### Placement density heat map, run 1

Scale: 4 px per um. 9 x 9 tiles, from dark blue (low) to red (high), 0 to 100% covered.
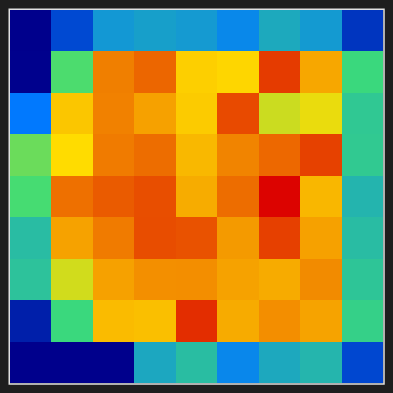
### Met1 routing, run 1

Scale: 4 px per um. Supply wires on this layer in gray. Cells faint in the background.
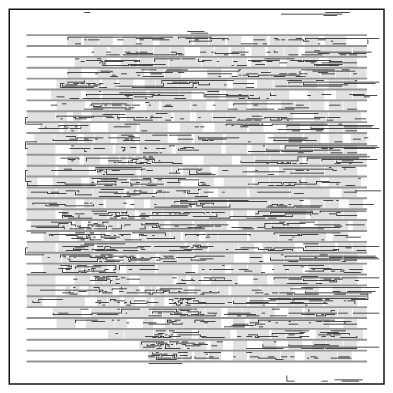
### Port wiring, run 1

Scale: 3 px per um.
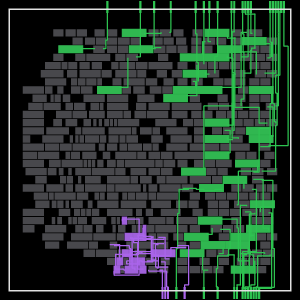
[config.mk]
export PLATFORM = sky130hd
export DESIGN_NAME = axi_stream_pkt_arbiter
export DESIGN_NICKNAME = d
export VERILOG_FILES = /design/src/rtl/axi_stream_pkt_arbiter.sv
export SDC_FILE = /design/constraint.sdc
export NUM_CORES = 1
export LEC_CHECK = 0
export ABC_AREA = 0
export CORE_MARGIN = 4
export CORE_UTILIZATION = 28
export CTS_BUF_LIST = sky130_fd_sc_hd__clkbuf_8
export CTS_CLUSTER_DIAMETER = 200
export DETAILED_ROUTE_END_ITERATION = 6
export PLACE_DENSITY = 0.78
export SETUP_SLACK_MARGIN = 0.3
export SYNTH_ARGS = -nofsm -noshare
export SYNTH_HDL_FRONTEND = slang
export SYNTH_SLANG_ARGS = --single-unit
[constraint.sdc]
create_clock -name clk_i -period 1.6 [get_ports clk_i]
set_input_delay 0.16 -clock clk_i [delete_from_list [all_inputs] [get_ports clk_i]]
set_output_delay 0.16 -clock clk_i [all_outputs]
set_load 0.05 [all_outputs]
[src/rtl/axi_stream_pkt_arbiter.sv]
// Packet-locked round-robin arbiter in front of a shared AXI-Stream datapath.
// A grant is taken in IDLE and held until the tlast beat handshakes, so packets
// from different inputs never interleave downstream.
module axi_stream_pkt_arbiter #(
    parameter int unsigned NumInputs = 4,
    parameter int unsigned DataWidth = 32,
    parameter int unsigned UserWidth = 1,
    parameter int unsigned CntWidth  = 16,
    localparam int unsigned SelWidth = $clog2(NumInputs)
) (
    input  logic                           clk_i,
    input  logic                           rst_i,
    input  logic [NumInputs-1:0]           in_tvalid_i,
    output logic [NumInputs-1:0]           in_tready_o,
    input  logic [NumInputs*DataWidth-1:0] in_tdata_i,
    input  logic [NumInputs-1:0]           in_tlast_i,
    input  logic [NumInputs*UserWidth-1:0] in_tuser_i,
    output logic                           out_tvalid_o,
    input  logic                           out_tready_i,
    output logic [DataWidth-1:0]           out_tdata_o,
    output logic                           out_tlast_o,
    output logic [UserWidth-1:0]           out_tuser_o,
    output logic [SelWidth-1:0]            sel_o,
    output logic                           busy_o,
    output logic [CntWidth-1:0]            pkt_cnt_o
);

    typedef enum logic [0:0] {StIdle, StLocked} state_e;

    state_e                state_q, state_d;
    logic [SelWidth-1:0]   grant_q, grant_d;
    logic [SelWidth-1:0]   last_q, last_d;
    logic [CntWidth-1:0]   pkt_cnt_q, pkt_cnt_d;

    logic [SelWidth-1:0]   pick;
    logic [SelWidth-1:0]   idx;
    logic                  found;
    logic                  sel_valid;
    logic                  sel_last;
    logic [DataWidth-1:0]  sel_data;
    logic [UserWidth-1:0]  sel_user;

    // Round-robin search starting just after the last granted input.
    always_comb begin
        pick  = '0;
        idx   = '0;
        found = 1'b0;
        for (int unsigned off = 1; off <= NumInputs; off++) begin
            idx = SelWidth'((32'(last_q) + off) % NumInputs);
            if (!found && in_tvalid_i[idx]) begin
                pick  = idx;
                found = 1'b1;
            end
        end
    end

    // Select the granted input's beat.
    always_comb begin
        sel_valid = 1'b0;
        sel_last  = 1'b0;
        sel_data  = '0;
        sel_user  = '0;
        for (int unsigned k = 0; k < NumInputs; k++) begin
            if (grant_q == SelWidth'(k)) begin
                sel_valid = in_tvalid_i[k];
                sel_last  = in_tlast_i[k];
                sel_data  = in_tdata_i[k*DataWidth +: DataWidth];
                sel_user  = in_tuser_i[k*UserWidth +: UserWidth];
            end
        end
    end

    // Next-state: grant in IDLE, release on the tlast handshake.
    always_comb begin
        state_d   = state_q;
        grant_d   = grant_q;
        last_d    = last_q;
        pkt_cnt_d = pkt_cnt_q;
        unique case (state_q)
            StIdle: begin
                if (|in_tvalid_i) begin
                    grant_d = pick;
                    last_d  = pick;
                    state_d = StLocked;
                end
            end
            StLocked: begin
                if (sel_valid && out_tready_i && sel_last) begin
                    state_d   = StIdle;
                    pkt_cnt_d = pkt_cnt_q + 1'b1;
                end
            end
            default: state_d = StIdle;
        endcase
    end

    // Outputs; reset forces the handshake signals low even before the first edge.
    always_comb begin
        out_tvalid_o = 1'b0;
        in_tready_o  = '0;
        out_tdata_o  = sel_data;
        out_tlast_o  = sel_last;
        out_tuser_o  = sel_user;
        busy_o       = 1'b0;
        sel_o        = '0;
        pkt_cnt_o    = rst_i ? '0 : pkt_cnt_q;
        if (!rst_i && state_q == StLocked) begin
            out_tvalid_o         = sel_valid;
            in_tready_o[grant_q] = out_tready_i;
            busy_o               = 1'b1;
            sel_o                = grant_q;
        end
    end

    // State registers with synchronous reset.
    always_ff @(posedge clk_i) begin
        if (rst_i) begin
            state_q   <= StIdle;
            grant_q   <= '0;
            last_q    <= SelWidth'(NumInputs - 1);
            pkt_cnt_q <= '0;
        end else begin
            state_q   <= state_d;
            grant_q   <= grant_d;
            last_q    <= last_d;
            pkt_cnt_q <= pkt_cnt_d;
        end
    end

endmodule

==> impl_metrics.env, run 1 <==
# implementation run metrics
export IMPL_grt_max_degree=17
export IMPL_powerDensity_nw_per_um2=544
export IMPL_layout_min_cycle_time_ps=1830
export IMPL_slowest_stage="mux4_2"
export IMPL_slew_headroom_pct=72.0
export IMPL_synthesis_nets=345
export IMPL_finalClockPeriodUsage_pct=115
export IMPL_setup_ws_ps=-234
export IMPL_r2r_start="grant_q[1]"
export IMPL_nMultiInputCombCells=159
export IMPL_dr_pass1_iters=4
export IMPL_htree_levels=1
export IMPL_outcome="complete, but fails checks"
export IMPL_cts_setup_buffers=14
export IMPL_synth_mux_area_fraction_pct=41.6
export IMPL_nWellTaps=96
export IMPL_worst_pin_slew_ps=416
export IMPL_crit_path_start_kind="flop"
export IMPL_yosys_area_top_type="mux4_2"
export IMPL_largest_reg_flops=16
export IMPL_die_w_um=93.3
export IMPL_worstReg2RegEnd="pkt_cnt_q[12]"
export IMPL_path_depth=5
export IMPL_ff_latch_area_um2=439
export IMPL_gr_max_usage_layer="met2"
export IMPL_ff2ff_setup_slack_ps=-230
export IMPL_pwr_share_clk_pct=11.7
export IMPL_highest_layer="met4"
export IMPL_crit_path_max_incr_delay_ps=560
export IMPL_sh_seq_area_pct=8.00
export IMPL_mostFrequentLayoutCell="clkdlybuf4s50_1"
export IMPL_drt_iter0_drc=100
export IMPL_ys_warn_count=0
export IMPL_lay_top_cells="clkdlybuf4s50_1 (137), buf_6 (52), mux4_2 (34)"
export IMPL_seqPwrFrac_pct=18.8
export IMPL_clock_skew_ps=6.29
export IMPL_synth_comb_largest_family="multiplexers"
export IMPL_die_h_um=93.3
export IMPL_comb_area_um2=1870
export IMPL_violations="setup timing"
export IMPL_setup_violations=51
export IMPL_setup_tns_ps=-7750
export IMPL_nNetsFinal=594
export IMPL_dp_hpwl_um=8610
export IMPL_via_per_inst=5.21
export IMPL_warnings=29
Back to the opening pictures, 'Placement density heat map':
53% of the tiles are over 75% full. The fullest tile reaches 100%. The mean over all tiles is 62%. 6.2% of the tiles are nearly empty. The emptiest ninth of the die: bottom left.
Util after Layout: 79.1%
FP Core Util: 29.4%
CORE AREA: 6940 um2

Back to the opening pictures, 'Met1 routing':
The wires run mostly horizontal. The layer carries 3880 um of wire.
overall routed net length: 11800 um
M1 GR Usage: 25.9%
vias after detailed routing: 2842

Back to the opening pictures, 'Port wiring':
Green marks `out_tdata_o`, direction output, end cells 32, buffers 32, wire 1220 um. Purple marks `in_tvalid_i`, direction input, end cells 15, buffers 9, wire 264 um.
IO Port Bufs: 200
# IOs: 201

==> inputs of run 2 (changes only) <==
--- a/config.mk
+++ b/config.mk
@@ -7,11 +7,10 @@
 export LEC_CHECK = 0
 export ABC_AREA = 0
 export CORE_MARGIN = 4
-export CORE_UTILIZATION = 28
-export CTS_BUF_LIST = sky130_fd_sc_hd__clkbuf_8
+export CORE_UTILIZATION = 27
 export CTS_CLUSTER_DIAMETER = 200
 export DETAILED_ROUTE_END_ITERATION = 6
-export PLACE_DENSITY = 0.78
+export PLACE_DENSITY = 0.76
 export SETUP_SLACK_MARGIN = 0.3
 export SYNTH_ARGS = -nofsm -noshare
 export SYNTH_HDL_FRONTEND = slang
==> run 2 against run 1 <==
Net effect: critical path type is now reg -> out; sequential cell count unchanged; register-to-register slack gained 50 ps; clock-buffer cell count did not move; the flow still finishes with violations (setup timing); total power fell by 0.68%; design area decreased by 0.77%; via count increased by 0.32%; cell count increased by 0.92%; synthesized cell count unchanged; first-iteration DRC count decreased by 2.0%.
==> impl_metrics.env, run 2 <==
# implementation run metrics
export IMPL_violations="setup timing"
export IMPL_dp_cells=522
export IMPL_postSynthAreaPerCell_um2=10.1
export IMPL_pwr_share_clk_pct=12.5
export IMPL_dp_hpwl_um=8590
export IMPL_io_buffers=200
export IMPL_setup_tns_ps=-7390
export IMPL_comb_area_um2=1860
export IMPL_worstReg2RegEnd="pkt_cnt_q[12]"
export IMPL_areaGrowthSynthToFinish_pct=167
export IMPL_ys_warn_count=0
export IMPL_slew_headroom_pct=73.5
export IMPL_crit_path_start_kind="flop"
export IMPL_htree_levels=1
export IMPL_seqPwrFrac_pct=19.0
export IMPL_finalClockPeriodUsage_pct=115
export IMPL_outcome="complete, but fails checks"
export IMPL_use_met1_pct=25.5
export IMPL_tritoncts="done"
export IMPL_wirelength_um=11800
export IMPL_yosys_area_top_type="mux4_2"
export IMPL_mostFrequentLayoutCell="clkdlybuf4s50_1"
export IMPL_sh_seq_area_pct=8.01
export IMPL_synth_mux_area_fraction_pct=41.6
export IMPL_clock_skew_ps=12.5
export IMPL_cp_max_fo=8
export IMPL_vias=2851
export IMPL_crit_path_max_incr_delay_ps=560
export IMPL_synth_comb_largest_family="multiplexers"
export IMPL_crit_path_start="grant_q[0]"
export IMPL_synthesis_nets=345
export IMPL_slowest_stage="mux4_2"
export IMPL_dr_pass1_iters=4
export IMPL_highest_layer="met4"
export IMPL_drc=0
export IMPL_nMultiInputCombCells=160
export IMPL_nWellTaps=99
export IMPL_warnings=29
export IMPL_grt_pass1_wl_um=16700
export IMPL_grt_max_degree=17
export IMPL_setup_ws_ps=-234
export IMPL_cts_setup_buffers=14
export IMPL_powerDensity_nw_per_um2=545
export IMPL_layout_min_cycle_time_ps=1830
export IMPL_ff_latch_area_um2=437
export IMPL_grt_pass1_vias=3015
export IMPL_drt_iter0_drc=98
export IMPL_setup_violations=54
export IMPL_io_pins=201
export IMPL_ff2ff_setup_slack_ps=-180
export IMPL_die_w_um=94.9
export IMPL_lay_top_cells="clkdlybuf4s50_1 (137), buf_6 (47), mux4_2 (34), buf_4 (34), buf_12 (29)"
export IMPL_path_depth=4
export IMPL_endpoint_kind="output pin"
export IMPL_largest_reg_flops=16
export IMPL_die_h_um=94.9
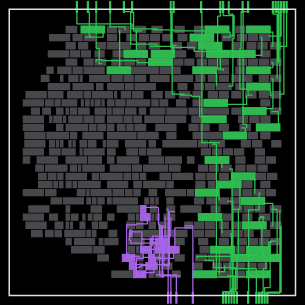
*Port wiring, run 2*
Scale: 3 px per um.
Green marks `out_tdata_o`, direction output, end cells 32, buffers 32, wire 1180 um. Purple marks `in_tvalid_i`, direction input, end cells 15, buffers 9, wire 345 um.

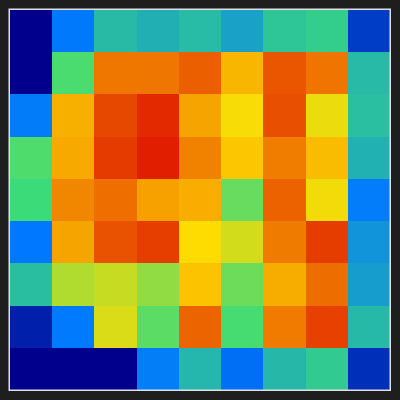
*Placement density heat map, run 2*
Scale: 4 px per um. 9 x 9 tiles, from dark blue (low) to red (high), 0 to 100% covered.
The fullest tile reaches 97%. The emptiest ninth of the die: bottom left. 42% of the tiles are over 75% full.
FP Core Util: 28.0%
CORE AREA: 7290 um2
Util after Layout: 74.7%

Power figures rest on the tool's default switching activity, not on a simulated workload.
